==> src/rtl/datapath_gen_pkg.sv <==
// Shared definitions for the bus datapath.
// Holds the parameter defaults, the bus-source identifiers that the bus
// multiplexer selects between, and the memory-read controller state encoding.
package datapath_gen_pkg;

    localparam int DEF_WIDTH       = 32;
    localparam int DEF_NUM_GPR     = 16;
    localparam int DEF_IMM_BITS    = 18;
    localparam int DEF_MEM_TIMEOUT = 15;

    // Bus source identifiers; SRC_GPR is qualified by a separate GPR index.
    typedef enum logic [3:0] {
        SRC_NONE,
        SRC_GPR,
        SRC_PC,
        SRC_HI,
        SRC_LO,
        SRC_ZHI,
        SRC_ZLO,
        SRC_MDR,
        SRC_INPORT,
        SRC_C
    } bus_src_e;

    typedef enum logic {
        MEM_IDLE,
        MEM_WAIT
    } mem_state_e;

endpackage

==> src/rtl/gen_register.sv <==
// Generic storage register with load enable and synchronous active-high clear.
// Ports: clk, clr (sync clear, dominates en), en (load d on the rising edge),
//        d (next value), q (current contents).
module gen_register #(
    parameter int WIDTH = 32
) (
    input  logic             clk,
    input  logic             clr,
    input  logic             en,
    input  logic [WIDTH-1:0] d,
    output logic [WIDTH-1:0] q
);

    logic [WIDTH-1:0] reg_q;
    logic [WIDTH-1:0] reg_d;

    always_comb begin
        reg_d = en ? d : reg_q;
    end

    always_ff @(posedge clk) begin
        if (clr) begin
            reg_q <= '0;
        end else begin
            reg_q <= reg_d;
        end
    end

    assign q = reg_q;

endmodule

==> src/rtl/bus_datapath_gen.sv <==
// Single-bus CPU datapath: GPR file, PC, IR, Y, Z (HI/LO halves), HI, LO,
// MAR and MDR around one shared bus, plus a memory-read controller that
// fills MDR from an external memory with a bounded wait.
// Ports:
//   clk, clr                  clock, synchronous active-high reset
//   gpr_in / gpr_out          per-GPR load / bus-drive enables
//   pc_in, pc_inc, ir_in, y_in, z_in, hi_in, lo_in, mar_in, mdr_in, read
//                             load enables (read selects memory fill for MDR)
//   pc_out .. c_out           remaining bus-drive enables
//   inport_data, alu_result   external input port and ALU result
//   mem_data, mem_ack         memory response
//   mem_req, mem_addr         memory request and address (MAR)
//   bus_q, y_q, ir_q, pc_q    bus value and register contents
//   mem_busy, mem_done, mem_err, bus_conflict, bus_err   status flags
module bus_datapath_gen
    import datapath_gen_pkg::*;
#(
    parameter int WIDTH       = DEF_WIDTH,
    parameter int NUM_GPR     = DEF_NUM_GPR,
    parameter int IMM_BITS    = DEF_IMM_BITS,
    parameter int MEM_TIMEOUT = DEF_MEM_TIMEOUT
) (
    input  logic                 clk,
    input  logic                 clr,
    input  logic [NUM_GPR-1:0]   gpr_in,
    input  logic [NUM_GPR-1:0]   gpr_out,
    input  logic                 pc_in,
    input  logic                 pc_inc,
    input  logic                 ir_in,
    input  logic                 y_in,
    input  logic                 z_in,
    input  logic                 hi_in,
    input  logic                 lo_in,
    input  logic                 mar_in,
    input  logic                 mdr_in,
    input  logic                 pc_out,
    input  logic                 hi_out,
    input  logic                 lo_out,
    input  logic                 zhi_out,
    input  logic                 zlo_out,
    input  logic                 mdr_out,
    input  logic                 inport_out,
    input  logic                 c_out,
    input  logic                 read,
    input  logic [WIDTH-1:0]     inport_data,
    input  logic [2*WIDTH-1:0]   alu_result,
    input  logic [WIDTH-1:0]     mem_data,
    input  logic                 mem_ack,
    output logic                 mem_req,
    output logic [WIDTH-1:0]     mem_addr,
    output logic [WIDTH-1:0]     bus_q,
    output logic [WIDTH-1:0]     y_q,
    output logic [WIDTH-1:0]     ir_q,
    output logic [WIDTH-1:0]     pc_q,
    output logic                 mem_busy,
    output logic                 mem_done,
    output logic                 mem_err,
    output logic                 bus_conflict,
    output logic                 bus_err
);

    localparam int GSEL_W = (NUM_GPR > 1) ? $clog2(NUM_GPR) : 1;
    localparam int CNT_W  = $clog2(MEM_TIMEOUT + 1);

    logic [WIDTH-1:0] gpr_q [NUM_GPR];
    logic [WIDTH-1:0] hi_q, lo_q, zhi_q, zlo_q, mar_q, mdr_q;
    logic [WIDTH-1:0] c_val;
    logic [WIDTH-1:0] pc_d, mdr_d;
    logic             pc_en, mdr_en;

    bus_src_e          src_sel;
    logic [GSEL_W-1:0] gpr_sel;
    logic [5:0]        drv_cnt;

    mem_state_e       state_q, state_d;
    logic [CNT_W-1:0] cnt_q, cnt_d;
    logic             mem_req_q, mem_req_d;
    logic             mem_done_q, mem_done_d;
    logic             mem_err_q, mem_err_d;
    logic             bus_err_q, bus_err_d;

    // Immediate constant: low IMM_BITS of IR, sign-extended.
    assign c_val = {{(WIDTH-IMM_BITS){ir_q[IMM_BITS-1]}}, ir_q[IMM_BITS-1:0]};

    // Source selection: assignments run lowest priority first so the last
    // match (gpr_out[0] ultimately) wins.
    always_comb begin
        src_sel = SRC_NONE;
        gpr_sel = '0;
        if (c_out)      src_sel = SRC_C;
        if (inport_out) src_sel = SRC_INPORT;
        if (mdr_out)    src_sel = SRC_MDR;
        if (zlo_out)    src_sel = SRC_ZLO;
        if (zhi_out)    src_sel = SRC_ZHI;
        if (lo_out)     src_sel = SRC_LO;
        if (hi_out)     src_sel = SRC_HI;
        if (pc_out)     src_sel = SRC_PC;
        for (int i = NUM_GPR - 1; i >= 0; i--) begin
            if (gpr_out[i]) begin
                src_sel = SRC_GPR;
                gpr_sel = GSEL_W'(i);
            end
        end
    end

    always_comb begin
        drv_cnt = 6'(pc_out) + 6'(hi_out) + 6'(lo_out) + 6'(zhi_out)
                + 6'(zlo_out) + 6'(mdr_out) + 6'(inport_out) + 6'(c_out);
        for (int i = 0; i < NUM_GPR; i++) begin
            drv_cnt = drv_cnt + 6'(gpr_out[i]);
        end
    end

    assign bus_conflict = (drv_cnt > 6'd1);

    // Bus is driven only from register outputs, so a register loading while
    // it drives simply re-captures its old value.
    always_comb begin
        case (src_sel)
            SRC_GPR:    bus_q = gpr_q[gpr_sel];
            SRC_PC:     bus_q = pc_q;
            SRC_HI:     bus_q = hi_q;
            SRC_LO:     bus_q = lo_q;
            SRC_ZHI:    bus_q = zhi_q;
            SRC_ZLO:    bus_q = zlo_q;
            SRC_MDR:    bus_q = mdr_q;
            SRC_INPORT: bus_q = inport_data;
            SRC_C:      bus_q = c_val;
            default:    bus_q = '0;
        endcase
    end

    // pc_in has precedence over pc_inc.
    always_comb begin
        pc_en = pc_in | pc_inc;
        pc_d  = pc_in ? bus_q : (pc_q + WIDTH'(1));
    end

    // Memory read controller: a bus-load of MDR completes in IDLE; a read
    // parks in WAIT until mem_ack or MEM_TIMEOUT WAIT cycles elapse. The
    // acknowledge is tested before the timeout so a coincident ack succeeds.
    always_comb begin
        state_d    = state_q;
        cnt_d      = cnt_q;
        mem_req_d  = mem_req_q;
        mem_done_d = 1'b0;
        mem_err_d  = 1'b0;
        mdr_en     = 1'b0;
        mdr_d      = bus_q;
        bus_err_d  = bus_err_q | bus_conflict;
        case (state_q)
            MEM_IDLE: begin
                if (mdr_in) begin
                    if (read) begin
                        state_d   = MEM_WAIT;
                        cnt_d     = '0;
                        mem_req_d = 1'b1;
                    end else begin
                        mdr_en = 1'b1;
                    end
                end
            end
            MEM_WAIT: begin
                if (mem_ack) begin
                    mdr_en     = 1'b1;
                    mdr_d      = mem_data;
                    state_d    = MEM_IDLE;
                    mem_req_d  = 1'b0;
                    mem_done_d = 1'b1;
                end else if (cnt_q == CNT_W'(MEM_TIMEOUT - 1)) begin
                    state_d   = MEM_IDLE;
                    mem_req_d = 1'b0;
                    mem_err_d = 1'b1;
                end else begin
                    cnt_d = cnt_q + CNT_W'(1);
                end
            end
            default: begin
                state_d   = MEM_IDLE;
                mem_req_d = 1'b0;
            end
        endcase
    end

    always_ff @(posedge clk) begin
        if (clr) begin
            state_q    <= MEM_IDLE;
            cnt_q      <= '0;
            mem_req_q  <= 1'b0;
            mem_done_q <= 1'b0;
            mem_err_q  <= 1'b0;
            bus_err_q  <= 1'b0;
        end else begin
            state_q    <= state_d;
            cnt_q      <= cnt_d;
            mem_req_q  <= mem_req_d;
            mem_done_q <= mem_done_d;
            mem_err_q  <= mem_err_d;
            bus_err_q  <= bus_err_d;
        end
    end

    genvar g;
    generate
        for (g = 0; g < NUM_GPR; g++) begin : g_gpr
            gen_register #(.WIDTH(WIDTH)) u_gpr (
                .clk (clk), .clr (clr), .en (gpr_in[g]), .d (bus_q), .q (gpr_q[g])
            );
        end
    endgenerate

    gen_register #(.WIDTH(WIDTH)) u_pc  (.clk(clk), .clr(clr), .en(pc_en),  .d(pc_d),  .q(pc_q));
    gen_register #(.WIDTH(WIDTH)) u_ir  (.clk(clk), .clr(clr), .en(ir_in),  .d(bus_q), .q(ir_q));
    gen_register #(.WIDTH(WIDTH)) u_y   (.clk(clk), .clr(clr), .en(y_in),   .d(bus_q), .q(y_q));
    gen_register #(.WIDTH(WIDTH)) u_hi  (.clk(clk), .clr(clr), .en(hi_in),  .d(bus_q), .q(hi_q));
    gen_register #(.WIDTH(WIDTH)) u_lo  (.clk(clk), .clr(clr), .en(lo_in),  .d(bus_q), .q(lo_q));
    gen_register #(.WIDTH(WIDTH)) u_mar (.clk(clk), .clr(clr), .en(mar_in), .d(bus_q), .q(mar_q));
    gen_register #(.WIDTH(WIDTH)) u_mdr (.clk(clk), .clr(clr), .en(mdr_en), .d(mdr_d), .q(mdr_q));
    gen_register #(.WIDTH(WIDTH)) u_zhi (.clk(clk), .clr(clr), .en(z_in),
                                         .d(alu_result[2*WIDTH-1:WIDTH]), .q(zhi_q));
    gen_register #(.WIDTH(WIDTH)) u_zlo (.clk(clk), .clr(clr), .en(z_in),
                                         .d(alu_result[WIDTH-1:0]), .q(zlo_q));

    assign mem_req  = mem_req_q;
    assign mem_addr = mar_q;
    assign mem_busy = (state_q == MEM_WAIT);
    assign mem_done = mem_done_q;
    assign mem_err  = mem_err_q;
    assign bus_err  = bus_err_q;

endmodule

==> config.mk <==
export PLATFORM = sky130hd
export DESIGN_NAME = bus_datapath_gen
export DESIGN_NICKNAME = d
export VERILOG_FILES = /design/src/rtl/datapath_gen_pkg.sv /design/src/rtl/gen_register.sv /design/src/rtl/bus_datapath_gen.sv
export SDC_FILE = /design/constraint.sdc
export NUM_CORES = 2
export LEC_CHECK = 0
export CAP_MARGIN = 20
export CORE_ASPECT_RATIO = 0.9
export CORE_UTILIZATION = 50
export CTS_CLUSTER_SIZE = 14
export DETAILED_ROUTE_END_ITERATION = 12
export MAX_ROUTING_LAYER = met4
export PLACE_DENSITY = 0.73
export RECOVER_POWER = 100
export SYNTH_ARGS = -nofsm -noshare
export SYNTH_HDL_FRONTEND = slang
export SYNTH_SLANG_ARGS = --single-unit
==> constraint.sdc <==
create_clock -name clk -period 9.65 [get_ports clk]
set_input_delay 1.4475 -clock clk [delete_from_list [all_inputs] [get_ports clk]]
set_output_delay 1.4475 -clock clk [all_outputs]
set_load 0.005 [all_outputs]
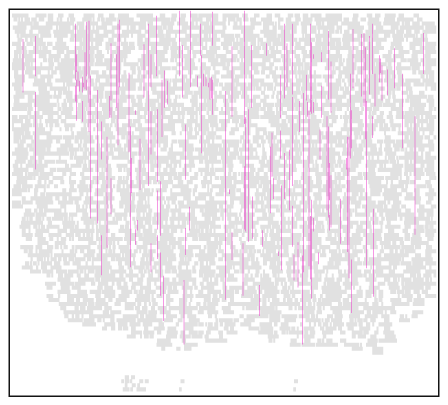
*Met4 routing*
nets with wire on the layer: 108
longest straight run: 139 µm
share of all routed wire: 3.8%
wire length on this layer: 5190 µm
Post-Route WL: 135100 µm
vias after detailed routing: 34040

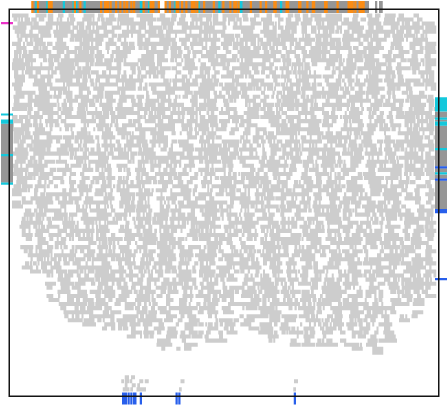
*Pin placement*
Pins as bars across the die edge, other pins in grey.
| port | colour | pins | direction | edge |
|---|---|---|---|---|
| `gpr_in` | blue | 16 | input | 11 bottom, 5 right |
| `clk` | magenta | 1 | input | left |
| `alu_result` | orange | 64 | input | top |
| `bus_q` | cyan | 32 | output | 15 top, 12 right, 5 left |
all pins by edge: 244 top, 58 right, 34 left, 11 bottom

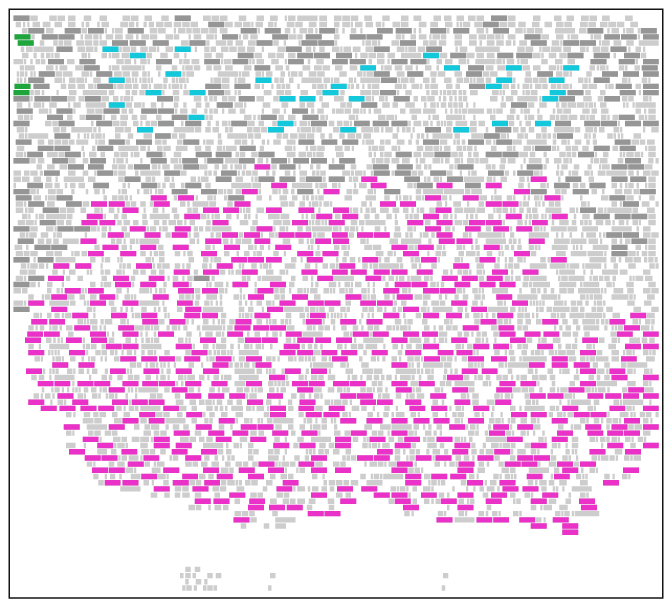
*Where the registers sit*
Other sequential cells in the stronger grey, the rest of the logic in the fainter grey.
| name in the netlist | colour | sequential cells |
|---|---|---|
| `g_gpr.u_gpr.q` | magenta | 512 |
| `u_pc.q` | cyan | 32 |
| `cnt_q` | green | 4 |

==> impl_metrics.toml <==
# yosys + openroad results
[run_status]
violations = "capacitance limit, slew limit"
outcome = "finished with violations"

[critical_path]
cp_max_fo = 37
crit_start = "gpr_out[2]"
r2r-end = "g_gpr[6].u_gpr.q[31]"

[final_timing]
finalMaxSlewViolations = 555
finalWorstSetupSlack_ns = 1.005
slew_headroom = -2.804
rsz0062_at_grt = "false"

[synth]
ys_sh_simple = 0.1531
synthAoiAreaFrac = 0.2744
synth_cells = 4136
yosys_warnings = 0
yosys_area_um2 = 36400
xor_area_frac = 0.007941

[drt]
routed_via_density = 6.483
drc = 0

[finish]
seq_area_um2 = 16200
layout.nonclk_buf_frac = 0.1000

[floorplan]
core_area_um2 = 71800
die_height_um = 258.0

[placement]
port_buffers = 346

[pwr]
p_int_mw = 6.110
powerDensity_nw_per_um2 = 201.2
p_sw_frac = 0.2896
vdd_drop_max_mv = 0.1286

[cts]
cts_buffers = 82
cts_root_buf = "clkbuf_16"

[job]
max_cap_viol_count = 13
-- power groups by stage --
stage	Combinational [mW]	Sequential (mW)	Clock (mW)
5_1_grt	1.62	3.82	3.44
3_5_place_dp	1.50	3.85	0
2_1_floorplan	0.904	3.81	0
4_1_cts	1.51	3.78	3.31
6_report	1.51	3.79	3.30
3_3_place_gp	1.49	3.85	0
-- flip-flops by register name, summed over array words and instances (netlist names), 4 cells and up --
register and count:
g_gpr.u_gpr.q 512, u_hi.q 32, u_ir.q 32, u_lo.q 32
u_mar.q 32, u_mdr.q 32, u_pc.q 32, u_y.q 32
u_zhi.q 32, u_zlo.q 32, cnt_q 4
-- worst max-delay path, delay by kind of cell --
family	cells	cell delay, ns
and+or+nand+nor	4	1.83
buffers and inverters	6	3.38
AOI/OAI and AO/OA	2	0.48
No activity file was given, so power comes from the tool's default toggle rates.
